File: src/rtl/alu_issue_pkg.sv
// ---------------------------------------------------------------------------
// alu_issue_pkg
// Shared constants for the ALU issue stage: operand/address widths, the
// 4-bit ALU operation encodings, and a helper that recognises legal opcodes.
// ---------------------------------------------------------------------------
package alu_issue_pkg;

    localparam int unsigned REG_AW   = 5;
    localparam int unsigned DATA_W   = 32;
    localparam int unsigned OP_W     = 4;
    localparam int unsigned NUM_REGS = 32;

    localparam logic [OP_W-1:0] ALUOP_AND = 4'b0000;
    localparam logic [OP_W-1:0] ALUOP_OR  = 4'b0001;
    localparam logic [OP_W-1:0] ALUOP_ADD = 4'b0010;
    localparam logic [OP_W-1:0] ALUOP_SUB = 4'b0110;
    localparam logic [OP_W-1:0] ALUOP_LET = 4'b0111;
    localparam logic [OP_W-1:0] ALUOP_LSR = 4'b1000;
    localparam logic [OP_W-1:0] ALUOP_LSL = 4'b1001;
    localparam logic [OP_W-1:0] ALUOP_ASR = 4'b1010;
    localparam logic [OP_W-1:0] ALUOP_XOR = 4'b1101;

    function automatic logic is_legal_op(input logic [OP_W-1:0] op);
        logic legal;
        case (op)
            ALUOP_AND, ALUOP_OR, ALUOP_ADD, ALUOP_SUB, ALUOP_LET,
            ALUOP_LSR, ALUOP_LSL, ALUOP_ASR, ALUOP_XOR: legal = 1'b1;
            default:                                     legal = 1'b0;
        endcase
        return legal;
    endfunction

endpackage

File: src/rtl/alu_regfile.sv
// ---------------------------------------------------------------------------
// alu_regfile
// 32 x 32-bit register file, two asynchronous read ports and one synchronous
// write port. x0 always reads zero and ignores writes. All entries clear on
// asynchronous active-low reset.
//
// Ports:
//   clk, rst_n             clock / async active-low reset
//   i_raddr1 / o_rdata1    read port 1
//   i_raddr2 / o_rdata2    read port 2
//   i_we, i_waddr, i_wdata write port (rising edge)
// ---------------------------------------------------------------------------
module alu_regfile
    import alu_issue_pkg::*;
(
    input  logic              clk,
    input  logic              rst_n,
    input  logic [REG_AW-1:0] i_raddr1,
    output logic [DATA_W-1:0] o_rdata1,
    input  logic [REG_AW-1:0] i_raddr2,
    output logic [DATA_W-1:0] o_rdata2,
    input  logic              i_we,
    input  logic [REG_AW-1:0] i_waddr,
    input  logic [DATA_W-1:0] i_wdata
);

    logic [DATA_W-1:0] r_mem [NUM_REGS];

    always_ff @(posedge clk or negedge rst_n) begin
        if (!rst_n) begin
            for (int i = 0; i < NUM_REGS; i++) begin
                r_mem[i] <= '0;
            end
        end else if (i_we && (i_waddr != '0)) begin
            r_mem[i_waddr] <= i_wdata;
        end
    end

    always_comb begin
        o_rdata1 = (i_raddr1 == '0) ? '0 : r_mem[i_raddr1];
        o_rdata2 = (i_raddr2 == '0) ? '0 : r_mem[i_raddr2];
    end

endmodule

File: src/rtl/alu_issue.sv
// ---------------------------------------------------------------------------
// alu_issue
// Operand-fetch / issue stage in front of an ALU. Accepts a decoded
// instruction, reads its operands from the register file and presents them
// in a single output register with a valid/ready handshake (1-cycle latency,
// full throughput). Illegal opcodes are issued as AND and latch op_err.
//
// Build option: define OPERAND_BYPASS_EN to forward a same-cycle writeback
// into the captured operands; otherwise the pre-write register value is used.
//
// Ports:
//   clk, rst_n                     clock / async active-low reset
//   in_valid, in_ready             upstream handshake
//   rs1, rs2, rd, in_alu_op        instruction fields
//   use_imm, imm                   immediate select and value for op2
//   wb_en, wb_addr, wb_data        register-file write port
//   out_valid, out_ready           downstream handshake
//   op1, op2, alu_op, out_rd       registered issue payload
//   op_err                         sticky illegal-opcode flag
//   issue_cnt                      count of completed output transfers
// ---------------------------------------------------------------------------
module alu_issue
    import alu_issue_pkg::*;
(
    input  logic              clk,
    input  logic              rst_n,
    input  logic              in_valid,
    output logic              in_ready,
    input  logic [REG_AW-1:0] rs1,
    input  logic [REG_AW-1:0] rs2,
    input  logic [REG_AW-1:0] rd,
    input  logic [OP_W-1:0]   in_alu_op,
    input  logic              use_imm,
    input  logic [DATA_W-1:0] imm,
    input  logic              wb_en,
    input  logic [REG_AW-1:0] wb_addr,
    input  logic [DATA_W-1:0] wb_data,
    output logic              out_valid,
    input  logic              out_ready,
    output logic [DATA_W-1:0] op1,
    output logic [DATA_W-1:0] op2,
    output logic [OP_W-1:0]   alu_op,
    output logic [REG_AW-1:0] out_rd,
    output logic              op_err,
    output logic [15:0]       issue_cnt
);

    logic              r_out_valid;
    logic [DATA_W-1:0] r_op1;
    logic [DATA_W-1:0] r_op2;
    logic [OP_W-1:0]   r_alu_op;
    logic [REG_AW-1:0] r_out_rd;
    logic              r_op_err;
    logic [15:0]       r_issue_cnt;

    logic [DATA_W-1:0] w_rf_rdata1;
    logic [DATA_W-1:0] w_rf_rdata2;
    logic [DATA_W-1:0] w_op1_d;
    logic [DATA_W-1:0] w_rs2_val;
    logic [DATA_W-1:0] w_op2_d;
    logic [OP_W-1:0]   w_alu_op_d;
    logic              w_op_legal;
    logic              w_accept;
    logic              w_xfer;

    alu_regfile u_regfile (
        .clk      (clk),
        .rst_n    (rst_n),
        .i_raddr1 (rs1),
        .o_rdata1 (w_rf_rdata1),
        .i_raddr2 (rs2),
        .o_rdata2 (w_rf_rdata2),
        .i_we     (wb_en),
        .i_waddr  (wb_addr),
        .i_wdata  (wb_data)
    );

    // Ready whenever the output register is empty or being drained this cycle.
    assign in_ready = !r_out_valid || out_ready;
    assign w_accept = in_valid && in_ready;
    assign w_xfer   = r_out_valid && out_ready;

    always_comb begin
`ifdef OPERAND_BYPASS_EN
        // x0 is never forwarded: it must still read as zero.
        w_op1_d   = (wb_en && (wb_addr == rs1) && (rs1 != '0)) ? wb_data : w_rf_rdata1;
        w_rs2_val = (wb_en && (wb_addr == rs2) && (rs2 != '0)) ? wb_data : w_rf_rdata2;
`else
        w_op1_d   = w_rf_rdata1;
        w_rs2_val = w_rf_rdata2;
`endif
        w_op2_d    = use_imm ? imm : w_rs2_val;
        w_op_legal = is_legal_op(in_alu_op);
        w_alu_op_d = w_op_legal ? in_alu_op : ALUOP_AND;
    end

    always_ff @(posedge clk or negedge rst_n) begin
        if (!rst_n) begin
            r_out_valid <= 1'b0;
        end else if (w_accept) begin
            r_out_valid <= 1'b1;
        end else if (out_ready) begin
            r_out_valid <= 1'b0;
        end
    end

    // Payload only moves on accept, so it holds through stalls and drains.
    always_ff @(posedge clk or negedge rst_n) begin
        if (!rst_n) begin
            r_op1    <= '0;
            r_op2    <= '0;
            r_alu_op <= '0;
            r_out_rd <= '0;
        end else if (w_accept) begin
            r_op1    <= w_op1_d;
            r_op2    <= w_op2_d;
            r_alu_op <= w_alu_op_d;
            r_out_rd <= rd;
        end
    end

    always_ff @(posedge clk or negedge rst_n) begin
        if (!rst_n) begin
            r_op_err <= 1'b0;
        end else if (w_accept && !w_op_legal) begin
            r_op_err <= 1'b1;
        end
    end

    always_ff @(posedge clk or negedge rst_n) begin
        if (!rst_n) begin
            r_issue_cnt <= '0;
        end else if (w_xfer) begin
            r_issue_cnt <= r_issue_cnt + 16'd1;
        end
    end

    assign out_valid = r_out_valid;
    assign op1       = r_op1;
    assign op2       = r_op2;
    assign alu_op    = r_alu_op;
    assign out_rd    = r_out_rd;
    assign op_err    = r_op_err;
    assign issue_cnt = r_issue_cnt;

endmodule
File: config.mk
export PLATFORM = sky130hd
export DESIGN_NAME = alu_issue
export DESIGN_NICKNAME = d
export VERILOG_FILES = /design/src/rtl/alu_issue_pkg.sv /design/src/rtl/alu_regfile.sv /design/src/rtl/alu_issue.sv
export SDC_FILE = /design/constraint.sdc
export NUM_CORES = 2
export LEC_CHECK = 0
export CAP_MARGIN = 10
export CORE_MARGIN = 4
export CORE_UTILIZATION = 55
export CTS_BUF_LIST = sky130_fd_sc_hd__clkbuf_8
export CTS_CLUSTER_SIZE = 20
export DETAILED_ROUTE_END_ITERATION = 10
export GPL_TIMING_DRIVEN = 0
export PLACE_DENSITY = 0.73
export RECOVER_POWER = 50
export SYNTH_ARGS = -nofsm -noshare
export SYNTH_HDL_FRONTEND = slang
export SYNTH_SLANG_ARGS = --single-unit
File: constraint.sdc
create_clock -name clk -period 3.7 [get_ports clk]
set_input_delay 0.37 -clock clk [delete_from_list [all_inputs] [get_ports clk]]
set_output_delay 0.37 -clock clk [all_outputs]
set_load 0.01 [all_outputs]
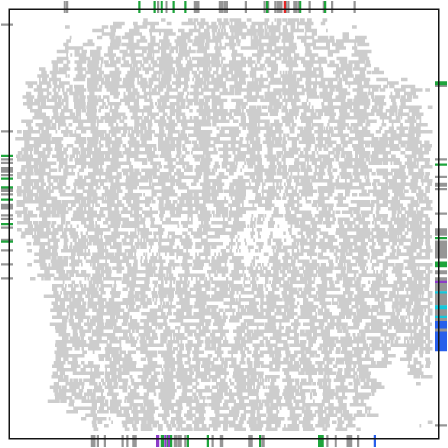
(images/pins.png)
Pins as bars across the die edge, other pins in grey.
Red marks in_ready, pins 1, direction output, edge top. Purple marks rs1, pins 5, direction input, edge 4 bottom, 1 right. Blue marks issue_cnt, pins 16, direction output, edge 15 right, 1 bottom. Cyan marks in_alu_op, pins 4, direction input, edge right. Green marks op1, pins 32, direction output, edge 11 bottom, 8 top, 7 right, 6 left.
All pins by edge: 73 right, 46 bottom, 40 top, 27 left.
Die Y: 333 um
I/O Buffers: 177
DIE WIDTH: 333 um

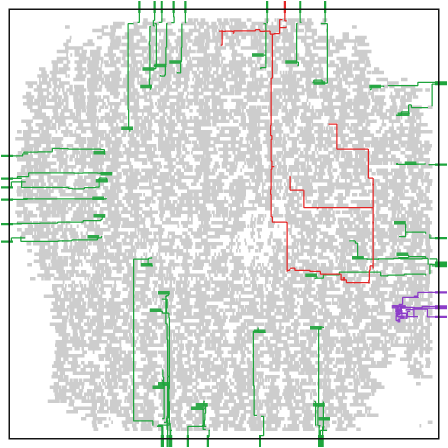
(images/port_nets.png)
Green marks op1, direction output, edge 11 bottom, 8 top, 7 right, 6 left, end cells 32, buffers 32, wire 2,330 um. Purple marks in_alu_op, direction input, edge right, end cells 12, buffers 4, wire 230 um. Red marks in_ready, direction output, edge top, end cells 1, buffers 2, wire 630 um.
IO Count: 186

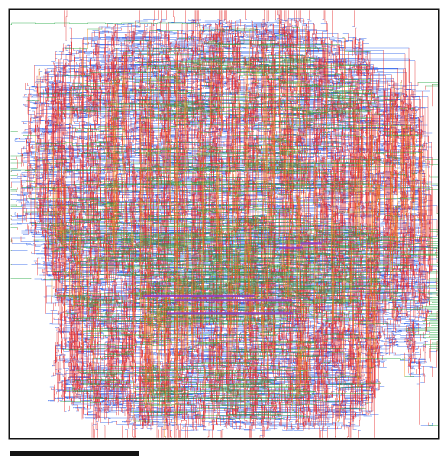
(images/metal_stack.png)
Bar = 100 um.
Red marks met2, wire length 93.9 mm. Blue marks met1, wire length 82.5 mm. Purple marks met5, wire length 303 um. Green marks met3, wire length 30.4 mm. Orange marks met4, wire length 14,200 um.
total number of vias: 43,024
routed length per placed instance: 36.2 um
Routed WL: 221 mm

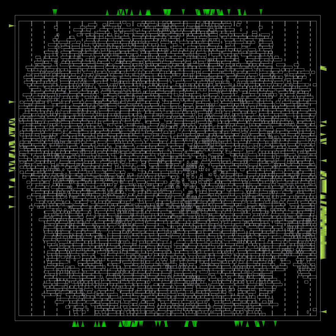
(images/final_placement.png)
Placeable Area: 104,000 um2
FILL cells: 8,036
Seq cells: 1,115

==> reports/results.ini <==
[logic_synthesis]
fp_nets=4288
yosys.area.top_type_share_pct=48.1
ys_top_cells_by_area=dfrtp_1 48%, mux2_2 19%, mux4_2 12%, mux2i_1 7.8%, clkbuf_1 1.8%
synthAoiAreaFrac_pct=6.10
synth.cell_area_um2=58000
synth_seq_share_pct=48.1
simple_gate_area_share_pct=2.89
ff_type=dfrtp_1
synth-edff-count=0
muxShareOfSynthArea_pct=39.2
yosysTopAreaCell=dfrtp_1

[min_path]
hold_start=rd[1]
hold_depth=3

[routing]
drtAntennaViolNets=0

[sta]
finalSetupViolations=1
drv_slew=320
setup-tns-final_ns=-0.0167
fin_ws_ns=-0.0167
rsz0062_at_grt=false

[setup_path]
arrival_ns=4.45
cp-end-kind=flop
cp.depth=7
critPathTopFamily=buffers and inverters
path_buffers=3
critPathCapture=op2[20]
timing.rr.start=out_valid
cp_max_fo=19

[grt]
grt_pass1_wl_mm=310

[floorplan]
rows=118
dieArea_um2=111000

[flow_run]
drv_cap=3
log.warning_count=58

[cells_and_area]
fin_util_pct=63.2

[placement]
post-place-cells=5766
place_hpwl_mm=155

[cts]
numCtsBuffers=186
htree_levels=4
cts_tree=yes
hold_buffers=5

[outcome]
violations=max-capacitance violations, max-slew violations, negative setup slack
status=finished, violations left

[pwr]
pwr_density_cell_nw_per_um2=532

[tightest hold or removal path, delay by kind of cell]
| kind | cells | cell delay [ns] |
|---|---|---|
| buffers and inverters | 1 | 0.40 |
| AND/OR/NAND/NOR | 2 | 0.10 |
[metal layers]
layer | global-route usage (%) | vias up | share of wire (%)
met3 | 16.6 | 699 | 14
met4 | 22.6 | 10 | 6.4
met5 | 1.57 | - | 0.14
met1 | 51.2 | 22501 | 37
met2 | 55.3 | 3029 | 42
li1 | - | 16785 | -
[cells by family after synthesis]
logic type      after synthesis
flops                      1115
buf+inv                     456
simple gates                360
compound gates              487
mux                        1758
fa+ha+maj                     1
xor+xnor                     16
[area by class of cell]
cell class,instances,area share [%]
diodes,14,0.0533
flip-flops and latches,1115,42.4
clock buffers,238,4.98
multi-input cells,2622,42.8
plain buffers,451,3.01
well taps,1380,2.63
clock inverters,89,0.717
repair buffers,204,3.36
inverters,4,0.0247
[registers in the layout (all words and copies together), names as in the netlist]
name and flops:
out_valid 1, op2 32, issue_cnt 16, u_regfile.r_mem 1024, alu_op 4, op1 32
out_rd 5, op_err 1
[cells in the mapped netlist, types with 46 or more instances]
master    number
nor3_1        51
dfrtp_1     1115
a22oi_1      123
mux4_2       309
buf_2         94
a21oi_1       64
nand2_1      124
o22ai_1       54
mux2_2       993
nor2_1        71
mux2i_1      453
buf_1         58
clkbuf_1     271
a211oi_1      46
[power by group]
| group | total, mW | leakage [nW] | switching, mW | internal (mW) |
|---|---|---|---|---|
| clock network | 11.2 | 2.16 | 5.28 | 5.89 |
| logic | 7.44 | 12.8 | 3.38 | 4.06 |
| registers | 16.3 | 14.3 | 1.83 | 14.5 |
| total | 34.9 | 29.3 | 10.5 | 24.4 |
No activity file was given, so power comes from the tool's default toggle rates.
